[config.mk]
export PLATFORM = sky130hd
export DESIGN_NAME = multibyte_serial_adder
export DESIGN_NICKNAME = d
export VERILOG_FILES = /design/src/rtl/adder_pkg.sv /design/src/rtl/cla_adder_8.sv /design/src/rtl/serial_out_reg.sv /design/src/rtl/multibyte_serial_adder.sv
export SDC_FILE = /design/constraint.sdc
export NUM_CORES = 1
export LEC_CHECK = 0
export CAP_MARGIN = 30
export CORE_ASPECT_RATIO = 1.2
export CORE_MARGIN = 4
export CORE_UTILIZATION = 30
export CTS_BUF_LIST = sky130_fd_sc_hd__clkbuf_4 sky130_fd_sc_hd__clkbuf_8
export DETAILED_ROUTE_END_ITERATION = 8
export PLACE_DENSITY_LB_ADDON = 0.25
export SLEW_MARGIN = 20
export SYNTH_ARGS = -nofsm -noshare
export SYNTH_HDL_FRONTEND = slang
export SYNTH_SLANG_ARGS = --single-unit
[constraint.sdc]
create_clock -name clk -period 4.9 [get_ports clk]
set_clock_uncertainty 0.2 [all_clocks]
set_input_delay 0.735 -clock clk [delete_from_list [all_inputs] [get_ports clk]]
set_output_delay 0.735 -clock clk [all_outputs]
set_load 0.01 [all_outputs]
[src/rtl/adder_pkg.sv]
// Shared types and constants for the multi-byte serial adder.
package adder_pkg;

    localparam int BYTE_W = 8;

    typedef enum logic [0:0] {
        IDLE,
        ACTIVE
    } fsm_e;

    // One output beat as held by the output register.
    typedef struct packed {
        logic [BYTE_W-1:0] sum;
        logic              last;
        logic              cout;
        logic              ovf;
        logic              err;
    } out_beat_t;

endpackage

[src/rtl/cla_adder_8.sv]
// 8-bit carry-lookahead adder: two 4-bit lookahead groups, with the high
// group's carry-in produced from the low group's generate/propagate.
module cla_adder_8 (
    input  logic [7:0] a,
    input  logic [7:0] b,
    input  logic       cin,
    output logic [7:0] sum,
    output logic       cout
);

    logic [7:0] g;
    logic [7:0] p;
    logic [8:0] c;
    logic       gg_lo;
    logic       pg_lo;

    // Generate/propagate, lookahead carries and sum.
    always_comb begin
        g = a & b;
        p = a ^ b;
        c = '0;

        c[0] = cin;
        c[1] = g[0] | (p[0] & cin);
        c[2] = g[1] | (p[1] & g[0]) | (p[1] & p[0] & cin);
        c[3] = g[2] | (p[2] & g[1]) | (p[2] & p[1] & g[0]) | (p[2] & p[1] & p[0] & cin);

        gg_lo = g[3] | (p[3] & g[2]) | (p[3] & p[2] & g[1]) | (p[3] & p[2] & p[1] & g[0]);
        pg_lo = &p[3:0];
        c[4]  = gg_lo | (pg_lo & cin);

        c[5] = g[4] | (p[4] & c[4]);
        c[6] = g[5] | (p[5] & g[4]) | (p[5] & p[4] & c[4]);
        c[7] = g[6] | (p[6] & g[5]) | (p[6] & p[5] & g[4]) | (p[6] & p[5] & p[4] & c[4]);
        c[8] = g[7] | (p[7] & g[6]) | (p[7] & p[6] & g[5]) | (p[7] & p[6] & p[5] & g[4])
             | (p[7] & p[6] & p[5] & p[4] & c[4]);

        sum  = p ^ c[7:0];
        cout = c[8];
    end

endmodule

[src/rtl/serial_out_reg.sv]
// Valid/ready output register holding {sum, last, cout, ovf, err}.
// The ovf bit is only stored when MULTIBYTE_SERIAL_ADDER_OVF_EN is defined;
// otherwise it reads as 0.
import adder_pkg::*;

module serial_out_reg (
    input  logic      clk,
    input  logic      rst,
    input  logic      load,
    input  logic      out_ready,
    input  out_beat_t d,
    output logic      out_valid,
    output out_beat_t q
);

    logic              valid_q;
    logic [BYTE_W-1:0] sum_q;
    logic              last_q;
    logic              cout_q;
    logic              err_q;
    logic              ovf_q;

    // Valid flag: a load wins over a drain so back-to-back beats stay valid.
    always_ff @(posedge clk or posedge rst) begin
        if (rst) begin
            valid_q <= 1'b0;
        end else if (load) begin
            valid_q <= 1'b1;
        end else if (out_ready) begin
            valid_q <= 1'b0;
        end
    end

    // Payload: only changes on load, so it holds while stalled.
    always_ff @(posedge clk or posedge rst) begin
        if (rst) begin
            sum_q  <= '0;
            last_q <= 1'b0;
            cout_q <= 1'b0;
            err_q  <= 1'b0;
        end else if (load) begin
            sum_q  <= d.sum;
            last_q <= d.last;
            cout_q <= d.cout;
            err_q  <= d.err;
        end
    end

`ifdef MULTIBYTE_SERIAL_ADDER_OVF_EN
    // Overflow flag register, present only with the feature enabled.
    always_ff @(posedge clk or posedge rst) begin
        if (rst) begin
            ovf_q <= 1'b0;
        end else if (load) begin
            ovf_q <= d.ovf;
        end
    end
`else
    logic unused_ovf;
    assign unused_ovf = d.ovf;
    assign ovf_q      = 1'b0;
`endif

    // Repack the held fields.
    always_comb begin
        q.sum  = sum_q;
        q.last = last_q;
        q.cout = cout_q;
        q.ovf  = ovf_q;
        q.err  = err_q;
    end

    assign out_valid = valid_q;

endmodule

[src/rtl/multibyte_serial_adder.sv]
// Streaming multi-byte adder: LS byte first, carry chained across beats,
// one sum byte out per accepted beat through a valid/ready register.
// Optional feature macro: MULTIBYTE_SERIAL_ADDER_OVF_EN (signed overflow flag).
import adder_pkg::*;

module multibyte_serial_adder #(
    parameter int N_BYTES = 4
) (
    input  logic              clk,
    input  logic              rst,
    input  logic              in_valid,
    output logic              in_ready,
    input  logic [BYTE_W-1:0] in_a,
    input  logic [BYTE_W-1:0] in_b,
    input  logic              in_cin,
    input  logic              in_first,
    input  logic              in_last,
    output logic              out_valid,
    input  logic              out_ready,
    output logic [BYTE_W-1:0] out_sum,
    output logic              out_last,
    output logic              out_cout,
    output logic              out_ovf,
    output logic              out_err
);

    localparam int CNT_W = $clog2(N_BYTES + 1);

    fsm_e              state_q, state_d;
    logic              carry_q, carry_d;
    logic [CNT_W-1:0]  cnt_q, cnt_d;

    logic              accept;
    logic              treat_first;
    logic              add_cin;
    logic [BYTE_W-1:0] add_sum;
    logic              add_cout;
    logic              overrun;
    out_beat_t         beat;
    out_beat_t         held;

    assign in_ready = !out_valid || out_ready;
    assign accept   = in_valid && in_ready;

    cla_adder_8 u_adder (
        .a    (in_a),
        .b    (in_b),
        .cin  (add_cin),
        .sum  (add_sum),
        .cout (add_cout)
    );

    // Framing decisions, next-state and the beat to be registered.
    always_comb begin
        state_d = state_q;
        carry_d = carry_q;
        cnt_d   = cnt_q;

        // In IDLE every beat starts a frame, flagged or not.
        treat_first = in_first || (state_q == IDLE);
        add_cin     = treat_first ? in_cin : carry_q;

        cnt_d   = treat_first ? CNT_W'(1) : cnt_q + CNT_W'(1);
        overrun = (cnt_d == CNT_W'(N_BYTES)) && !in_last;

        beat.sum  = add_sum;
        beat.last = in_last || overrun;
        beat.cout = beat.last && add_cout;
        beat.err  = ((state_q == IDLE) && !in_first) || ((state_q == ACTIVE) && in_first)
                  || overrun;
`ifdef MULTIBYTE_SERIAL_ADDER_OVF_EN
        // Carry into the MSB recovered from the sum bit; overflow = c7 ^ c8.
        beat.ovf  = beat.last && ((add_sum[7] ^ in_a[7] ^ in_b[7]) ^ add_cout);
`else
        beat.ovf  = 1'b0;
`endif

        if (accept) begin
            carry_d = add_cout;
            state_d = beat.last ? IDLE : ACTIVE;
        end else begin
            cnt_d = cnt_q;
        end
    end

    // FSM, carry chain and byte counter.
    always_ff @(posedge clk or posedge rst) begin
        if (rst) begin
            state_q <= IDLE;
            carry_q <= 1'b0;
            cnt_q   <= '0;
        end else begin
            state_q <= state_d;
            carry_q <= carry_d;
            cnt_q   <= cnt_d;
        end
    end

    serial_out_reg u_out (
        .clk       (clk),
        .rst       (rst),
        .load      (accept),
        .out_ready (out_ready),
        .d         (beat),
        .out_valid (out_valid),
        .q         (held)
    );

    assign out_sum  = held.sum;
    assign out_last = held.last;
    assign out_cout = held.cout;
    assign out_ovf  = held.ovf;
    assign out_err  = held.err;

endmodule

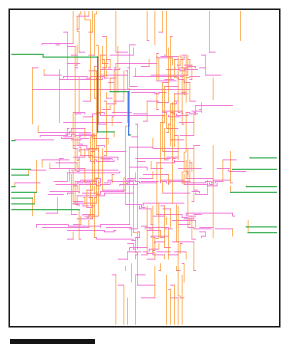
*Metal layers overlaid, run 1*
The bar under the picture is 20 um long.
legend:
  blue:
    layer: met4
    wire_length: 27.9 um
  green:
    layer: met3
    wire_length: 119 um
  orange:
    layer: met2
    wire_length: 1280 um
  magenta:
    layer: met1
    wire_length: 1010 um

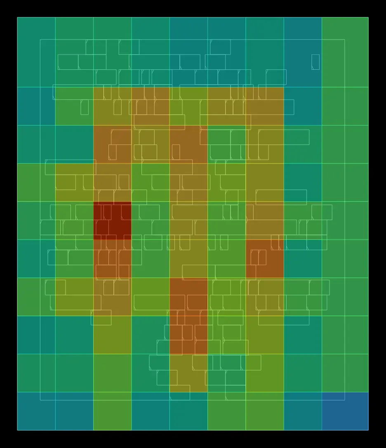
*Track usage over the die, run 1*
met3 Usage GRT: 0.02388
M2 GR Usage: 0.2030
All-Layer GR Usage: 0.1069

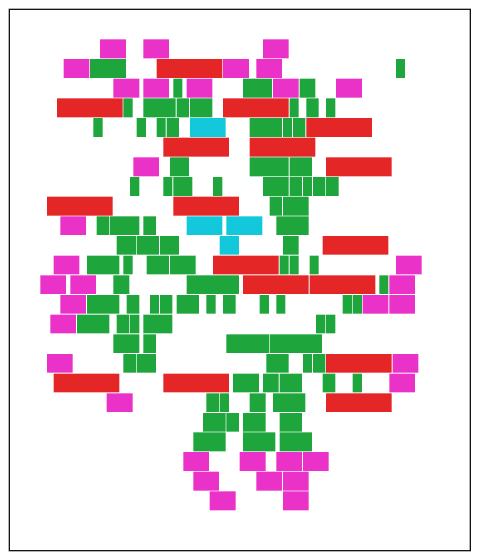
*Cell classes on the final placement, run 1*
legend:
  magenta:
    class: other buffers and delay cells
    cells: 35
    share_of_their_area: 24%
  cyan:
    class: clock drivers and dummy loads
    cells: 4
    share_of_their_area: 3.3%
  green:
    class: all other logic
    cells: 93
    share_of_their_area: 45%
  red:
    class: flops
    cells: 17
    share_of_their_area: 29%

==> out/qor.yml, run 1 <==
vias: 941
period_minus_slack_ps: 2951
cts_resized: 0
final_util: 0.4264
die_height_um: 74.74
post_dp_cell_area_um2: 1488
coreArea_um2: 3603
maxCapViolations: 0
vias_per_cell: 5.005
powerDensity_nw_per_um2: 304.7
hp-class: "flip-flop to flip-flop"
n_antenna_cell: 0
path_cells: "clkdlybuf4s50_1 -> inv_1 -> ha_1 -> mux2_4 -> a32oi_2 -> nand2_1 -> fa_1 -> xnor2_1 -> o21ai_0"
synth_warnings: 0
syn_avg_cell_area_um2: 9.855
worstSetupEndpointType: "flip-flop"
crit_family: "adder cells"
worst-path-max-fanout: 6
hold_depth: 2
setup_ws_ps: 1949
cp-start-kind: "input port"
dieWidth_um: 63.62
syn-cell-area_um2: 1114
worstPathRequired_ps: 4810
worst_r2r_path_depth: 7
dp_cells: 184
synthDistinctLibCells: 39
dr.pass1.iters: 3
hpwl_um: 1958
max_freq_mhz: 338.8
path_class: "input port to flip-flop"
yosysTopAreaCellShare: 0.3820
ir_drop_uv: 165.0
clk_pin_slew_ps: 70
clock-sinks: 17
fin_nets: 185
cts_buffers: 3
r2r_slack_ps: 2560
clk_path_buf_depth: 2
fp_util: 0.3090
path_buffers: 2
hold_viol: 0
critPathArrivalTime_ps: 2860
tool_warnings: 26
wire_per_inst_um: 12.94
area_leaders: "dfrtp_1 38%, ha_1 11%, nand2_1 6.1%"
grt_overflow: 0
ys_area_um2: 1114
pre_cts_slack_ps: 1680
worstHoldStart: "cnt_q[1]$_DFFE_PP0P_"
fp_nets: 148
cts_tree: "done"
htreeDepth: 1
status: "finished, final reports clean"
finalSetupViolations: 0
synth_seq_share: 0.3820
ys_ff: 17
ys_cells: 113
port_buffers: 35
max_stage_delay_ps: 460
pin_count: 37
rsz0062_at_grt: "false"
drv_slew: 0
p_leak_uw: 0.0006889
grt_pass1_vias: 973
clk_latency_ps: 250
cp_slowest_cell: "clkdlybuf4s50_1"
synthCells: 113
hold-worst-slack_ps: 279.8
drive_gt1_frac: 0.09396
r2r-start: "state_q$_DFFE_PP0P_"
r2r-end: "u_out.sum_q[5]$_DFFE_PP0P_"
ctsRootBufferMaster: "clkbuf_8"
area_growth_pct: 37.98
period_used_share: 0.6023
[run 1: cells by family (layout without fill, tap and decap cells)]
logic type / after synthesis / in the layout / synth area share
AOI/OAI and AO/OA: 30 / 30 / 0.1921
xor gates and xnor gates: 5 / 5 / 0.03933
adders and majority gates: 12 / 12 / 0.1483
buffers and inverters: 11 / 47 / 0.04944
DFF: 17 / 17 / 0.3820
muxes: 2 / 2 / 0.02359
other: 1 / 1 / 0.003368
and+or+nand+nor: 35 / 35 / 0.1618
[run 1: cell usage after synthesis, drive strengths merged]
cell type,instances
xnor2,2
o311a,1
nand2,18
a32o,1
and2b,1
or4,2
nor2,3
and3b,1
o211a,1
inv,8
conb,1
xor2,3
nand3,5
o22a,1
mux2,2
a2bb2oi,1
clkbuf,2
buf,1
o2111ai,1
ha,10
fa,2
a32oi,1
nor4,1
a31oi,2
and4,1
nor2b,2
a21oi,7
a221oi,1
o31ai,1
o211ai,2
dfrtp,17
and3,1
o21ai,8
a21o,1
a2111o,1
[run 1: cell usage in the layout (no fill, tap or decap), drive strengths merged, types with 2 or more instances in the layout]
cell type       n
nand3           5
o21ai           8
nand2          18
nor2b           2
o211ai          2
dfrtp          17
fa              2
mux2            2
nor2            3
xnor2           2
a31oi           2
or4             2
inv             8
xor2            3
clkbuf          4
clkdlybuf4s50  35
a21oi           7
ha             10
[run 1: metal layers]
layer | wire length [um] | track usage | up-vias | share of wire
met1 | 1010 | 0.1169 | 436 | 0.42
li1 | - | - | 484 | -
met2 | 1275 | 0.2030 | 17 | 0.52
met5 | 0 | 0 | - | 0
met3 | 119 | 0.02388 | 4 | 0.049
met4 | 27 | 0.04077 | 0 | 0.011
[run 1: final cells by class]
cell class	count	area (um2)
Tap cell	39	48.80
Sequential cell	17	425.4
Fill cell	370	2067
Inverter	8	30.03
Clock buffer	4	48.80
Multi-Input combinational cell	85	633.1
Timing Repair Buffer	35	350.3
[run 1: tightest hold or removal path: stages, from the launching register on]
cell and delay [ps]:
dfrtp_1 350, nand2_1 50, nand2_1 50
[run 1: sequential cells by signal (all words and copies together), names as in the netlist]
register	cells
carry_q	1
cnt_q	3
state_q	1
u_out.cout_q	1
u_out.err_q	1
u_out.last_q	1
u_out.out_valid	1
u_out.sum_q	8
[run 1: worst max path at each step]
| stage | start | end | slack, ps | cells past startpoint |
|---|---|---|---|---|
| global route | in_first | u_out.sum_q[5]$_DFFE_PP0P_ | 1820 | 9 |
| detailed placement | in_first | u_out.sum_q[5]$_DFFE_PP0P_ | 1680 | 9 |
| finish | in_first | u_out.sum_q[5]$_DFFE_PP0P_ | 1950 | 9 |
| floorplan | in_a[2] | u_out.sum_q[5]$_DFFE_PP0P_ | 2310 | 7 |
| CTS | in_first | u_out.sum_q[5]$_DFFE_PP0P_ | 1950 | 9 |
| global placement | in_first | u_out.sum_q[5]$_DFFE_PP0P_ | 1740 | 9 |
[run 1: power by group]
part	total, uW	internal, uW	switching [uW]	leakage (uW)
Sequential	186	170	16.7	0.000207
Combinational	172	94.4	77.6	0.000456
Clock	110	63.1	46.8	0.0000262
Total	468	327	141	0.000689
### Sequential cells grouped by signal name, run 1

The bar under the picture is 20 um long.
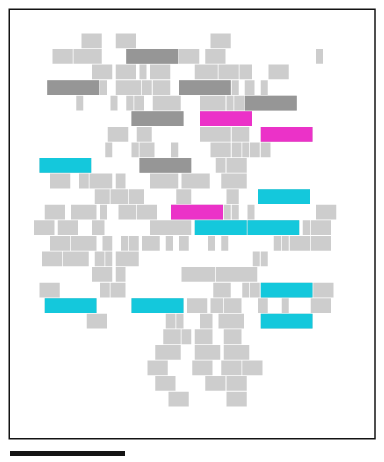

==> inputs of run 2 (changes only) <==
- clock period: 4.9 -> 2.9 ns (I/O delays scaled with it)
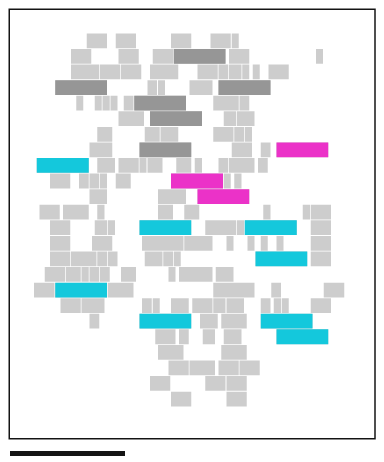
*Sequential cells grouped by signal name, run 2*
The bar under the picture is 20 um long.
legend:
  magenta:
    netlist_name: cnt_q
    sequential_cells: 3
  cyan:
    netlist_name: u_out.sum_q
    sequential_cells: 8
not coloured: 6

==> run 2 against run 1 <==
Worst setup slack worse by 1500 ps. Clock-buffer cell count unchanged. Sequential power up 69%. Design area up 1.5%. Non-clock buffer count up 3. Synthesized cell count unchanged. Core utilization up 0.62 points. Hold slack worse by 4.1 ps. Sequential cell count unchanged. Largest cell class unchanged. Highest routed layer unchanged.
==> out/qor.yml, run 2 <==
drv_slew: 0  # unchanged
tool_warnings: 26  # unchanged
hpwl_um: 2047  # +4.6%
drive_gt1_frac: 0.1118  # +0.01788
worstSetupEndpointType: "flip-flop"
ys_cells: 113  # unchanged
adder_share: 0.1483  # unchanged
ys_ff: 17  # unchanged
xor_share: 0.03933  # unchanged
yosysTopAreaCellShare: 0.3820  # unchanged
synth_warnings: 0  # unchanged
pin_count: 37  # unchanged
mux_share: 0.02360  # unchanged
synth_seq_share: 0.3820  # unchanged
top_register: "u_out.sum_q"
grt_pass1_vias: 1007  # +3.5%
dieWidth_um: 63.62  # unchanged
vias: 976  # +3.7%
n_antenna_cell: 0  # unchanged
vias_per_cell: 5.110  # +2.1%
met2_length_um: 1342  # +5.3%
synthDistinctLibCells: 39  # unchanged
finalSetupViolations: 0  # unchanged
worstPathRequired_ps: 2830  # -1980 ps
status: "finished, final reports clean"
dr.pass1.iters: 4  # +1
final_util: 0.4326  # +0.006250
synthCells: 113  # unchanged
dr_wl_met3_um: 103  # -13%
topCombFamilyByArea: "AND-OR/OR-AND gates"
ys_sh_aoi: 0.1921  # unchanged
critPathArrivalTime_ps: 2420  # -440 ps
hold_viol: 0  # unchanged
r2r-start: "state_q$_DFFE_PP0P_"
synthTopCellsByCount: "18 x nand2_1, 17 x dfrtp_1, 10 x ha_1"
clock-sinks: 17  # unchanged
cts_resized: 0  # unchanged
cp-start-kind: "input port"
largest_reg_flops: 8  # unchanged
cts_buffers: 3  # unchanged
ir_drop_uv: 201.4  # +22%
clk_pin_slew_ps: 70  # about the same
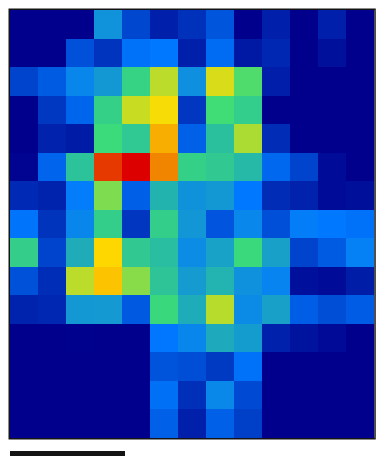
*Routed metal per tile, run 2*
The bar under the picture is 20 um long. 13 x 15 tiles, from dark blue (low) to red (high), scaled to the fullest tile. Values are wire area over tile area, all layers added.
tiles over half the peak: 8.7%
fullest tile: 0.41
densest ninth of the die: centre

run 2: cell counts after synthesis:
No cell type changed its count.
run 2: cell type report:
| cell class | count | area (um2) |
|---|---|---|
| fillers | 368 | 2044 |
| repair buffers | 38 | 372.9 |
| well taps | 39 | 48.80 |
| flip-flops and latches | 17 | 425.4 |
| clock buffers | 4 | 48.80 |
| inverters | 8 | 30.03 |
| multi-input cells | 85 | 633.1 |
run 2: worst min path at each step:
stage / slack (ps) / depth (start not counted) / from / to
final: 280 / 2 / u_out.sum_q[0]$_DFFE_PP0P_ / u_out.sum_q[0]$_DFFE_PP0P_
after detailed placement: 260 / 2 / u_out.sum_q[0]$_DFFE_PP0P_ / u_out.sum_q[0]$_DFFE_PP0P_
after global routing: 290 / 2 / cnt_q[1]$_DFFE_PP0P_ / cnt_q[1]$_DFFE_PP0P_
after global placement: 260 / 2 / u_out.sum_q[0]$_DFFE_PP0P_ / u_out.sum_q[0]$_DFFE_PP0P_
after CTS: 280 / 2 / u_out.sum_q[0]$_DFFE_PP0P_ / u_out.sum_q[0]$_DFFE_PP0P_
after floorplan: 160 / 1 / rst / carry_q$_DFFE_PP0P_
run 2: critical path, stage by stage:
cell	delay, ps
clkdlybuf4s50_1	450
inv_1	40
ha_1	250
mux2_4	350
a32oi_2	180
nand2_1	90
fa_1	380
xnor2_1	150
o21ai_0	90
run 2: cell families after synthesis:
family          after synthesis
flops                        17
buf+inv                      11
mux                           2
xor+xnor                      5
other cells                   1
compound gates               30
simple gates                 35
fa+ha+maj                    12
run 2: metal layers:
layer / vias to the layer above / track usage
met4: 0 / 0.05755
met2: 22 / 0.2042
li1: 483 / -
met1: 466 / 0.1304
met5: - / 0
met3: 5 / 0.01940
run 2: through the flow:
| step | hold slack (ps) | power, uW | cell area, um2 | instances | setup slack [ps] |
|---|---|---|---|---|---|
| 3_3_place_gp | 260.6 | 610.6 | 1510 | 187 | 183.8 |
| 6_report | 275.7 | 801.5 | 1559 | 191 | 412.6 |
| 4_1_cts | 280.2 | 813.5 | 1559 | 191 | 397.2 |
| 2_1_floorplan | 161.1 | 479.7 | 1114 | 113 | 607.4 |
| 5_1_grt | 289.0 | 859.8 | 1559 | 191 | 274.8 |
| 3_5_place_dp | 263.2 | 618.0 | 1510 | 187 | 131.6 |
run 2: report_power, final:
group	internal, uW	total, uW	switching [uW]	leakage, uW
sequential	287	315	28.7	0.000207
clock	107	192	84.7	0.0000262
combinational	163	295	131	0.000470
### Track usage over the die, run 2

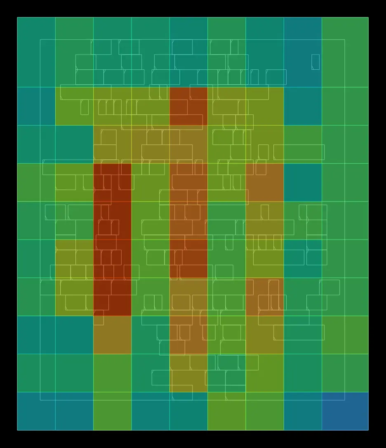

==> inputs of run 3 (changes only) <==
- CORE_UTILIZATION: 30 -> 35
- MAX_ROUTING_LAYER: default -> met4
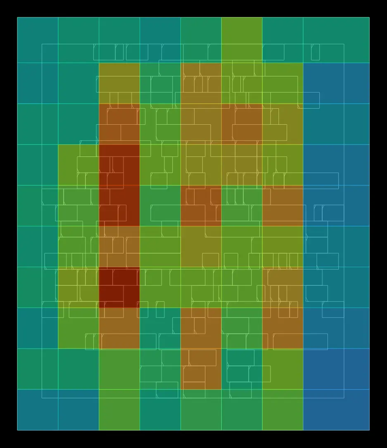
*Track usage over the die, run 3*
M2 GR Usage: 0.2321
global route hottest layer: met2
met3 Usage GRT: 0.01304

==> run 3 against run 2 <==
Worst setup slack improved by 21 ps. Non-clock buffer count is the same. Largest power group unchanged. Sequential power barely moved. Critical path depth did not move. Clock power fell by 27%. Core utilization grew 7.0 points. First-iteration DRC count down 40%. Hold slack improved by 6.8 ps. Combinational power hardly changed. Total power decreased by 6.2%. Critical path type unchanged.
==> out/qor.yml, run 3 <==
status: "finished, final reports clean"
ys_area_um2: 1114
synthDistinctLibCells: 39  # unchanged
worstHoldStart: "u_out.sum_q[0]$_DFFE_PP0P_"
async_flop_share: 1.000
p_sw_frac: 0.3187  # +0.01359
adder_share: 0.1483  # unchanged
comb_power_share: 0.393  # +0.025
ys_cells: 113  # unchanged
r2r-start: "state_q$_DFFE_PP0P_"
final_util: 0.5029  # +0.07023
synthCells: 113  # unchanged
vias_per_cell: 5.181  # +1.4%
ir_drop_uv: 232.7  # +15%
worstHoldEndpoint: "u_out.sum_q[0]$_DFFE_PP0P_"
topCombFamilyByArea: "AND-OR/OR-AND gates"
grt_overflow: 0
powerDensity_nw_per_um2: 489.4
pwr-share-seq: 0.419  # +0.026
pwr-share-clk: 0.187  # -0.052
cts_resized: 0  # unchanged
synth_warnings: 0  # unchanged
setup_ws_ps: 433.4  # +20.74 ps
top_register: "u_out.sum_q"
ys_sh_aoi: 0.1921  # unchanged
grt_max_degree: 18
hold_depth: 2  # unchanged
ys_ff: 17  # unchanged
p_leak_uw: 0.0006950
relSlewSlack: 0.5640
hpwl_um: 1978  # -3.4%
drive_gt1_frac: 0.1118  # unchanged
cts_buffers: 3  # unchanged
pin_count: 37  # unchanged
yosysTopAreaCellShare: 0.3820  # unchanged
max_freq_mhz: 405.4
critPathArrivalTime_ps: 2430  # about the same
worstSetupEndpointType: "flip-flop"
drv_slew: 0  # unchanged
post_dp_cell_area_um2: 1506  # -0.25%
die_height_um: 69.79
n_antenna_cell: 0  # unchanged
pre_cts_slack_ps: 112.3  # -19.31 ps
clock-sinks: 17  # unchanged
synth_top_cell_by_area: "dfrtp_1"
cp-start-kind: "input port"
stdcell_area_um2: 1536  # -1.4%
dieWidth_um: 59.49  # -6.5%
route.detailed.drc: 0
synthTopCellsByCount: "18 x nand2_1, 17 x dfrtp_1, 10 x ha_1"
p_int_uw: 512.3  # -8.0%
port_buffers: 35
finalSetupViolations: 0  # unchanged
synth_seq_share: 0.3820  # unchanged
grt_pass1_vias: 1003  # -0.40%
p_sw_uw: 239.7  # -2.0%
largest_reg_flops: 8  # unchanged
xor_share: 0.03933  # unchanged
dr.pass1.iters: 4  # unchanged
mux_share: 0.02360  # unchanged
clk_pin_slew_ps: 100  # +30 ps
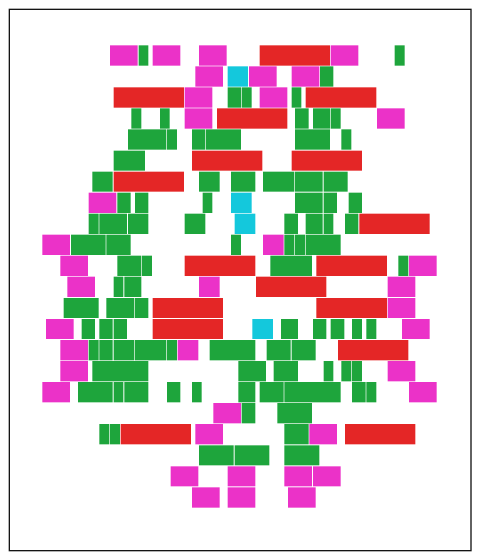
*Cell classes on the final placement, run 3*
legend:
  magenta:
    class: other buffers and delay cells
    cells: 38
    share_of_their_area: 25%
  cyan:
    class: clock drivers and dummy loads
    cells: 4
    share_of_their_area: 2.0%
  green:
    class: all other logic
    cells: 93
    share_of_their_area: 44%
  red:
    class: flops
    cells: 17
    share_of_their_area: 29%

==> run 3: cell counts after synthesis <==
Identical to the previous run, type by type.
==> run 3: logic make-up (layout without fill, tap and decap cells) <==
family,after synthesis,after routing
XOR/XNOR,5,5
AND/OR/NAND/NOR,35,35
flip-flops,17,17
adder cells (fa/ha/maj),12,12
multiplexers,2,2
buffers and inverters,11,50
other,1,1
AND-OR/OR-AND,30,30
==> run 3: layout make-up <==
cell class,count,area (um2)
Clock buffer,4,30.03
Fill cell,282,1519
Inverter,8,30.03
Multi-Input combinational cell,85,633.1
Sequential cell,17,425.4
Tap cell,36,45.04
Timing Repair Buffer,38,372.9
==> run 3: power by group through the flow <==
stage          Sequential [uW]  Clock [uW]  Combinational, uW
6_report                   315         141                296
5_1_grt                    322         152                332
4_1_cts                    316         143                300
3_5_place_dp               321           0                298
3_3_place_gp               319           0                290
2_1_floorplan              332           0                148
==> run 3: worst max-delay path, cell delays in order <==
cell and delay [ps]:
clkdlybuf4s50_1 460, inv_1 40, ha_1 250, mux2_4 350, a32oi_2 170, nand2_1 90
fa_1 390, xnor2_1 150, o21ai_0 90
==> run 3: worst max-delay path by stage <==
stage                                  to  depth (start not counted)     start  slack (ps)
2_1_floorplan  u_out.sum_q[5]$_DFFE_PP0P_                          7   in_a[2]         610
3_3_place_gp   u_out.sum_q[5]$_DFFE_PP0P_                          9  in_first         170
3_5_place_dp   u_out.sum_q[5]$_DFFE_PP0P_                          9  in_first         110
4_1_cts        u_out.sum_q[5]$_DFFE_PP0P_                          9  in_first         420
5_1_grt        u_out.sum_q[5]$_DFFE_PP0P_                          9  in_first         220
6_report       u_out.sum_q[5]$_DFFE_PP0P_                          9  in_first         430
==> run 3: metal layers <==
metal | vias up | wire [um] | GRT usage
met3 | 2 | 102 | 0.01304
met1 | 464 | 1022 | 0.1501
li1 | 484 | - | -
met5 | - | 0 | -
met2 | 24 | 1284 | 0.2321
met4 | 0 | 14 | 0.04187
==> run 3: stage by stage <==
| step | total power, uW | hold slack (ps) | std cells |
|---|---|---|---|
| 3_5_place_dp | 619.1 | 264.0 | 184 |
| 4_1_cts | 758.8 | 289.0 | 188 |
| 2_1_floorplan | 479.7 | 161.1 | 113 |
| 3_3_place_gp | 609.3 | 259.2 | 184 |
| 5_1_grt | 806.7 | 307.7 | 188 |
| 6_report | 751.9 | 282.4 | 188 |
No activity file was given, so power comes from the tool's default toggle rates.
